<file path="src/rtl/conv_mac5.sv">
// rtl/conv_mac5.sv - 5-tap signed multiply-accumulate unit, two-stage pipeline
module conv_mac5 #(
    parameter int DW   = 8,
    parameter int TAPS = 5,
    parameter int OW   = 2 * DW + 3
) (
    input  logic                 clk,
    input  logic                 rst,
    input  logic                 en,
    input  logic signed [DW-1:0] in0,
    input  logic signed [DW-1:0] in1,
    input  logic signed [DW-1:0] in2,
    input  logic signed [DW-1:0] in3,
    input  logic signed [DW-1:0] in4,
    input  logic signed [DW-1:0] w0,
    input  logic signed [DW-1:0] w1,
    input  logic signed [DW-1:0] w2,
    input  logic signed [DW-1:0] w3,
    input  logic signed [DW-1:0] w4,
    output logic signed [OW-1:0] out,
    output logic                 out_vld
);

    logic signed [DW-1:0]   x [TAPS];
    logic signed [DW-1:0]   c [TAPS];
    logic signed [2*DW-1:0] p [TAPS];
    logic                   v1;
    logic signed [OW-1:0]   sum;

    assign x[0] = in0;
    assign x[1] = in1;
    assign x[2] = in2;
    assign x[3] = in3;
    assign x[4] = in4;
    assign c[0] = w0;
    assign c[1] = w1;
    assign c[2] = w2;
    assign c[3] = w3;
    assign c[4] = w4;

    // Products are sign-extended before summing so the adder tree never overflows.
    always_comb begin
        sum = '0;
        for (int k = 0; k < TAPS; k++) begin
            sum = sum + {{(OW - 2 * DW){p[k][2*DW-1]}}, p[k]};
        end
    end

    always_ff @(posedge clk) begin
        if (rst) begin
            for (int k = 0; k < TAPS; k++) begin
                p[k] <= '0;
            end
            v1      <= 1'b0;
            out     <= '0;
            out_vld <= 1'b0;
        end else if (en) begin
            for (int k = 0; k < TAPS; k++) begin
                p[k] <= x[k] * c[k];
            end
            v1      <= 1'b1;
            out     <= sum;
            out_vld <= v1;
        end
    end

endmodule

</file>
<file path="config.mk">
export PLATFORM = sky130hd
export DESIGN_NAME = conv_mac5
export DESIGN_NICKNAME = d
export VERILOG_FILES = /design/src/rtl/conv_mac5.sv
export SDC_FILE = /design/constraint.sdc
export NUM_CORES = 1
export LEC_CHECK = 0
export CORE_MARGIN = 1
export CORE_UTILIZATION = 35
export DETAILED_ROUTE_END_ITERATION = 8
export PLACE_DENSITY = 0.64
export SLEW_MARGIN = 15
export SYNTH_ARGS = -nofsm -noshare
export SYNTH_HDL_FRONTEND = slang
export SYNTH_SLANG_ARGS = --single-unit
</file>
<file path="constraint.sdc">
create_clock -name clk -period 12.05 [get_ports clk]
set_input_delay 1.8075 -clock clk [delete_from_list [all_inputs] [get_ports clk]]
set_output_delay 1.8075 -clock clk [all_outputs]
set_load 0.1 [all_outputs]
</file>
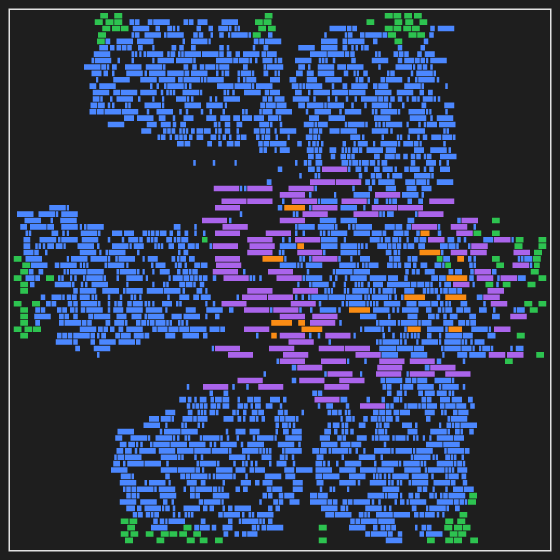
*Placement by cell class, run 1*
[purple] flip-flops | cells: 101
[blue] all other logic | cells: 1,794
[orange] clock drivers and dummy loads | cells: 16
[green] other buffers and delay cells | cells: 106

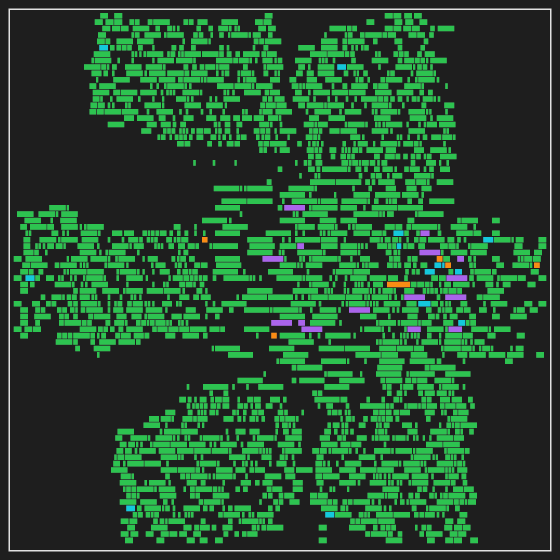
*Cells by drive strength, run 1*
[orange] drive 3 to 4 | cells: 6 | share: 0.30%
[cyan] drive 2 | cells: 14 | share: 0.69%
[green] drive 1 or less | cells: 1,982 | share: 98%
[purple] drive 6 and up | cells: 15 | share: 0.74%

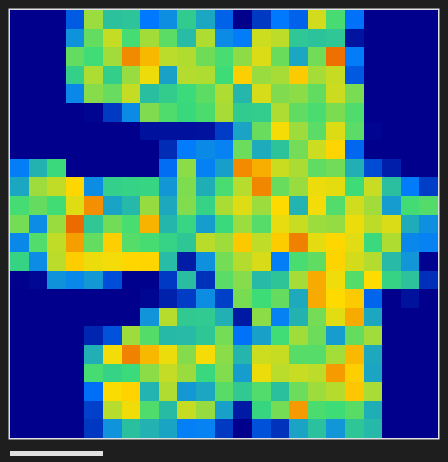
*Placement density heat map, run 1*
Scale bar: 50 um. 23 x 23 tiles, from dark blue (low) to red (high), 0 to 100% covered.
tiles over 75% full: 7.0%
emptiest ninth of the die: south-west
nearly empty tiles: 27%
mean over tiles: 37%

==> results.sh, run 1 <==
# physical design summary
export IMPL_drt_first_pass_iters=4
export IMPL_route_final_wire_length_mm=38.51
export IMPL_finalHoldViolCount=0
export IMPL_cp_data_arrival_time_ns=6.31
export IMPL_syn_nets=2482
export IMPL_ir_drop_v=0.0002436
export IMPL_grt_pass1_wl_mm=67.78
export IMPL_postSynthSeqShare_pct=15.57
export IMPL_ys_cells=1910
export IMPL_grtUsageMet2_pct=27.90
export IMPL_vias=12504
export IMPL_fin_crit_ns=6.231
export IMPL_rows=83
export IMPL_clock_latency_ns=0.35
export IMPL_pwr_density_cell_nw_per_um2=263.2
export IMPL_place_gp_congestion=0.8831
export IMPL_cts_resized=0
export IMPL_fp_util_pct=35.40
export IMPL_area_leaders="fa_1 36%, edfxtp_1 13%, ha_1 11%"
export IMPL_area_growth_pct=11.84
export IMPL_yosysMostFrequentCell="inv_1"
export IMPL_layout_nets=2584
export IMPL_syn_area_per_cell_sq_um=9.490
export IMPL_port_buffer_count=102
export IMPL_p_leak_nw=9.749
export IMPL_openroad_warnings=26
export IMPL_yosys_area_sq_um=18130
export IMPL_ys_top_cells_by_count="525 x inv_1, 325 x fa_1, 231 x and2_1"
export IMPL_postRouteAntennaNets=0
export IMPL_grt_busiest_layer="met2"
export IMPL_dp_hpwl_mm=33.32
export IMPL_drive_gt1_share_pct=1.735
export IMPL_regArea_sq_um=2823
export IMPL_synthCells=1910
export IMPL_finalCritPeriodShare_pct=51.71
export IMPL_top_area_cell="fa_1"
export IMPL_end_kind="flop"
export IMPL_crit_path_start_kind="primary input"
export IMPL_antenna_cells=0
export IMPL_status="complete, no violations"
export IMPL_cts_root_buf="clkbuf_16"
export IMPL_setup_tns_ns=0
export IMPL_via_per_inst=4.636
export IMPL_ys_warn_count=0
export IMPL_num_fill_cells=5073
export IMPL_postCtsHoldBufs=0
export IMPL_cts_setup_buffers=0
export IMPL_grt_max_degree=81
export IMPL_path_class="in -> reg"
export IMPL_synth_distinct_cells=52
export IMPL_syn_area_sq_um=18130
export IMPL_die_area_sq_um=52700
export IMPL_top_cell_area_share_pct=35.89
export IMPL_max_freq_mhz=160.5
export IMPL_die_y_um=229.6
export IMPL_logic_area_sq_um=13270
export IMPL_worstMarginPinSlew_ns=1.046
export IMPL_dominantRegCellSynth="edfxtp_1"
export IMPL_met3_usage_pct=1.233
export IMPL_coreArea_sq_um=51200
export IMPL_cap_violations=0
export IMPL_cp_max_fo=8
export IMPL_cts_sinks=101
export IMPL_cp_required_ns=12.13
export IMPL_numCtsBuffers=9
export IMPL_hold_ws_ns=0.4574
export IMPL_wire_per_inst_um=14.28
export IMPL_ys_flops=101
export IMPL_grt_total_usage_pct=15.61
export IMPL_grt_util_met1_pct=20.77
export IMPL_die_w_um=229.6
export IMPL_drtIter0Drc=562
export IMPL_pin_count=103
export IMPL_clockBufferDepth=2
export IMPL_async_reset_ff_share_pct=0
export IMPL_cts_tree="done"
export IMPL_skew_ns=0.005950
export IMPL_finish_utilization_pct=39.60
export IMPL_rsz0062_at_grt="false"
export IMPL_h_tree_depth=3
export IMPL_final_max_slew_viol_count=0
export IMPL_setup_violations=0
export IMPL_drc=0
export IMPL_clk_pin_slew_ns=0.08
export IMPL_synth_edff_count=80
export IMPL_timing_slew_headroom_pct=30.24
export IMPL_hold_class="reg -> reg"
export IMPL_antenna_found_initial=0
export IMPL_first_global_vias=13852
export IMPL_gr_total_overflow=0
==> run 1: cell usage in the layout (no fill, tap or decap), types with 9 or more instances in the layout <==
master / count
and2_1: 231
fa_1: 325
nor2b_1: 40
a211oi_1: 21
o21a_1: 24
xor2_1: 27
xnor2_1: 47
o21ai_0: 45
clkdlybuf4s50_1: 102
ha_1: 164
a21oi_1: 37
clkbuf_16: 9
nor2_1: 86
edfxtp_1: 80
nor3_1: 28
nand2_1: 96
dfxtp_1: 21
nand2b_1: 10
inv_1: 524
==> run 1: state kept, by name, summed over array words and instances (netlist names) <==
register  count
out          19
out_vld       1
v1            1
p            80
==> run 1: power breakdown <==
group,switching [mW],internal [mW]
Combinational,2.60,1.85
Clock,0.144,0.148
Sequential,0.0633,0.526
Total,2.81,2.53
==> run 1: stage by stage <==
| step | setup WS [ns] | cells | area (sq um) | total power [mW] |
|---|---|---|---|---|
| 2_1_floorplan | 6.430 | 1910 | 18130 | 4.032 |
| 3_3_place_gp | 5.488 | 2681 | 19970 | 4.947 |
| 4_1_cts | 5.811 | 2697 | 20270 | 5.378 |
| 6_report | 5.819 | 2697 | 20270 | 5.335 |
| 5_1_grt | 5.469 | 2697 | 20270 | 6.004 |
| 3_5_place_dp | 5.433 | 2681 | 19970 | 5.050 |
==> run 1: layout make-up <==
class / instances / share of cell area, %
tap: 680 / 4.197
clock buffer: 9 / 1.111
inverter: 525 / 9.721
clock inverter: 7 / 0.3827
multi-input combinational: 1269 / 65.48
timing repair buffer: 106 / 5.185
sequential: 101 / 13.92
==> run 1: routing by layer <==
metal  wire length, um  share of wire (%)
met2             19510                 51
met3               916                2.4
met5                 0                  0
met1             17590                 46
met4               485                1.3
==> run 1: worst max-delay path: stages <==
cell and delay, ns:
clkdlybuf4s50_1 0.59, and2_1 0.27, fa_1 0.49, inv_1 0.05, fa_1 0.53, inv_1 0.05
fa_1 0.47, inv_1 0.05, fa_1 0.47, inv_1 0.04, ha_1 0.24, or4_1 0.55
o221ai_1 0.21, a21oi_1 0.11, xnor2_1 0.29, nor2_1 0.07
==> run 1: worst paths after layout <==
kind | slack, ns | startpoint | end | depth (start not counted)
worst max-delay path | 5.82 | w2[3] | p[0][47] | 16
worst min-delay path | 0.46 | out[18] | out[18] | 2
worst min register to register | 0.46 | out[18] | out[18] | 2
worst max register to register | 7.92 | p[0][1] | out[15] | 13
==> run 1: cells by family after synthesis <==
| family | share of synthesized area, % |
|---|---|
| simple gates | 15.12 |
| buf+inv | 11.22 |
| fa+ha+maj | 47.21 |
| compound gates | 6.537 |
| xor+xnor | 3.576 |
| mux | 0.7524 |
| flops | 15.57 |
### Congestion heat map, run 1

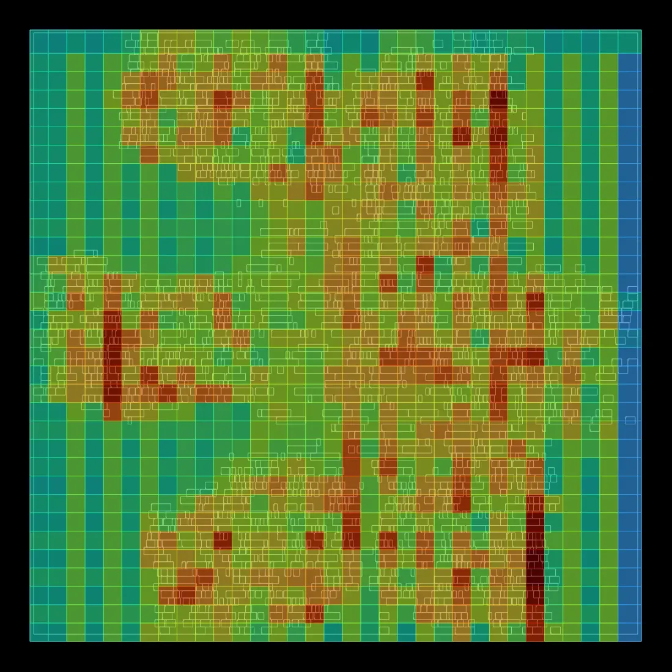

--- run 2 (diff from run 1) ---
clock period = 6.1 ns   (was 12.05 ns; I/O delays follow)
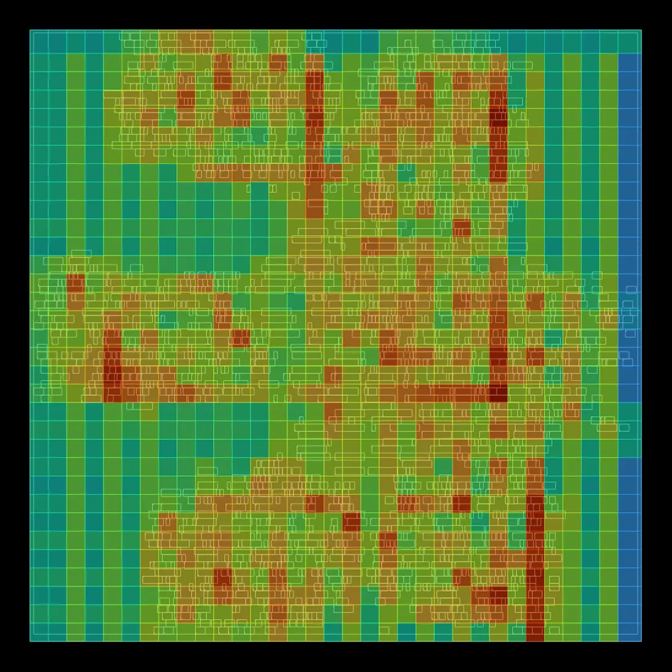
*Congestion heat map, run 2*
Layout Utilization: 39.61%
global route hottest layer: met2
met1 Resource Use GR: 20.48%
WL per Instance: 13.99 um

==> run 2 against run 1 <==
  * Sequential power increased by 97%
  * Critical endpoint unchanged
  * Critical path depth is the same
  * Die size stayed put
  * Utilization is essentially flat
  * Synthesized area stayed put
==> results.sh, run 2 <==
# physical design summary
export IMPL_status="complete, no violations"
export IMPL_cts_resized=0
export IMPL_switchingPower_mw=5.494
export IMPL_pin_count=103
export IMPL_hold_class="reg -> reg"
export IMPL_first_global_vias=13376
export IMPL_pwr_density_cell_nw_per_um2=516.4
export IMPL_fp_util_pct=35.40
export IMPL_top_cell_area_share_pct=35.89
export IMPL_end_kind="flop"
export IMPL_wl_met3_um=732
export IMPL_cts_tree="done"
export IMPL_drive_gt1_share_pct=1.783
export IMPL_cap_violations=0
export IMPL_regMostFlops="p"
export IMPL_cts_setup_buffers=0
export IMPL_postSynthSeqShare_pct=15.57
export IMPL_yosysMostFrequentCell="inv_1"
export IMPL_power_share_clock_pct=5.4
export IMPL_final_max_slew_viol_count=0
export IMPL_area_growth_pct=11.87
export IMPL_wl_met1_mm=17.66
export IMPL_grt_max_degree=44
export IMPL_async_reset_ff_share_pct=0
export IMPL_coreArea_sq_um=51200
export IMPL_route_final_wire_length_mm=37.76
export IMPL_timing_slew_headroom_pct=32.20
export IMPL_via_per_inst=4.610
export IMPL_drtIter0Drc=514
export IMPL_postRouteAntennaNets=0
export IMPL_rsz0062_at_grt="false"
export IMPL_p_leak_nw=9.758
export IMPL_ys_warn_count=0
export IMPL_final_cell_mix="524 x inv_1, 325 x fa_1, 231 x and2_1, 164 x ha_1, 102 x clkdlybuf4s50_1"
export IMPL_worstMarginPinSlew_ns=1.014
export IMPL_drc=0
export IMPL_p_seq_share_pct=11.1
export IMPL_grt_pass1_wl_mm=65.45
export IMPL_cts_root_buf="clkbuf_16"
export IMPL_finalCritPeriodShare_pct=87.59
export IMPL_setup_tns_ns=0
export IMPL_port_buffer_count=102
export IMPL_clockBufferDepth=2
export IMPL_ys_flops=101
export IMPL_syn_area_sq_um=18130
export IMPL_synth_distinct_cells=52
export IMPL_area_leaders="fa_1 36%, edfxtp_1 13%, ha_1 11%"
export IMPL_syn_area_per_cell_sq_um=9.490
export IMPL_rows=83
export IMPL_max_freq_mhz=187.2
export IMPL_grt_total_usage_pct=15.03
export IMPL_top_layer_used="met4"
export IMPL_setup_violations=0
export IMPL_sw_frac_of_total_pct=52.47
export IMPL_largest_register_ffs=80
export IMPL_die_w_um=229.6
export IMPL_ir_drop_v=0.0005531
export IMPL_path_class="in -> reg"
export IMPL_die_area_sq_um=52700
export IMPL_synth_edff_count=80
export IMPL_drt_first_pass_iters=5
export IMPL_reg_largest_list="p: 80 flops, out: 19 flops"
export IMPL_cp_required_ns=6.20
export IMPL_routed_wl_met2_mm=19.15
export IMPL_comb_power_share_pct=83.5
export IMPL_clk_pin_slew_ns=0.08
export IMPL_ys_cells=1910
export IMPL_fin_crit_ns=5.343
export IMPL_ys_top_cells_by_count="525 x inv_1, 325 x fa_1, 231 x and2_1"
export IMPL_clock_latency_ns=0.35
export IMPL_dp_hpwl_mm=32.71
export IMPL_vias=12442
export IMPL_yosys_area_sq_um=18130
export IMPL_finalHoldViolCount=0
export IMPL_h_tree_depth=3
export IMPL_final_common_cell="inv_1"
export IMPL_numCtsBuffers=9
export IMPL_synthCells=1910
export IMPL_cts_sinks=101
export IMPL_gr_total_overflow=0
export IMPL_top_area_cell="fa_1"
export IMPL_antenna_cells=0
export IMPL_skew_ns=0.01153
export IMPL_place_gp_congestion=0.8857
export IMPL_crit_path_start_kind="primary input"
export IMPL_die_y_um=229.6
export IMPL_cp_max_fo=8
export IMPL_dominantRegCellSynth="edfxtp_1"
export IMPL_antenna_found_initial=0
export IMPL_openroad_warnings=26
export IMPL_p_int_mw=4.978
export IMPL_syn_nets=2482
export IMPL_power_mw=10.47
export IMPL_postCtsHoldBufs=0
export IMPL_layout_nets=2586
export IMPL_num_fill_cells=5083
export IMPL_cp_data_arrival_time_ns=5.44
-- run 2: cell types whose count changed in the layout (fill, tap and decap cells not counted), sizes merged --
cell | previous run | this run
inv | 529 | 528
clkinv | 2 | 4
buf | 4 | 6
clkinvlp | 1 | 0
-- run 2: power by group through the flow --
| stage | sequential (mW) | clock (mW) | combinational (mW) |
|---|---|---|---|
| global route | 1.18 | 0.593 | 10.0 |
| detailed placement | 1.18 | 0 | 8.75 |
| global placement | 1.18 | 0 | 8.60 |
| finish | 1.16 | 0.561 | 8.75 |
| floorplan | 1.40 | 0 | 6.57 |
| CTS | 1.17 | 0.570 | 8.81 |
-- run 2: final timing paths --
kind                               from  endpoint  slack (ns)  depth (start not counted)
worst min register to register  out[18]   out[18]        0.45                          2
worst max register to register  p[0][1]   out[15]        2.02                         13
worst max-delay path              w2[3]  p[0][47]        0.76                         16
worst min-delay path            out[18]   out[18]        0.45                          2
-- run 2: critical path, cell delays in order --
cell and delay, ns:
clkdlybuf4s50_1 0.59, and2_1 0.27, fa_1 0.50, inv_1 0.06, fa_1 0.53, inv_1 0.05, fa_1 0.47, inv_1 0.05
fa_1 0.47, inv_1 0.04, ha_1 0.24, or4_1 0.55, o221ai_1 0.21, a21oi_1 0.12, xnor2_1 0.29, nor2_1 0.10
-- run 2: cells by family (layout without fill, tap and decap cells) --
logic type	count (synthesis)	after routing	synth area share [%]
adders and majority gates	489	489	47.21
xor gates and xnor gates	74	74	3.576
and+or+nand+nor	515	515	15.12
DFF	101	101	15.57
muxes	13	13	0.7524
AOI/OAI and AO/OA	178	178	6.537
buffers and inverters	540	649	11.22
-- run 2: metal layers --
| metal | vias up | GRT usage (%) |
|---|---|---|
| met5 | - | 0 |
| met4 | 0 | 1.396 |
| met3 | 18 | 1.195 |
| met2 | 148 | 26.78 |
| met1 | 6273 | 20.48 |
| li1 | 6003 | - |
-- run 2: per-stage QoR --
stage / hold WS (ns) / worst slack [ns] / area, sq um / instances
after floorplan: 0.4342 / 1.372 / 18130 / 1910
after CTS: 0.4592 / 0.7403 / 20280 / 2699
after detailed placement: 0.4493 / 0.3715 / 19980 / 2683
after global routing: 0.4883 / 0.5047 / 20280 / 2699
after global placement: 0.4391 / 0.4628 / 19980 / 2683
final: 0.4533 / 0.7572 / 20280 / 2699
-- run 2: area by class of cell --
type                       instances  area [sq um]  area share [%]
multi-input combinational       1269         13270           65.46
sequential                       101          2823           13.92
inverter                         525          1971           9.718
timing repair buffer             108          1066           5.257
tap                              680         850.8           4.196
clock buffer                       9         225.2           1.111
clock inverter                     7         68.82          0.3394
No activity file was given, so power comes from the tool's default toggle rates.
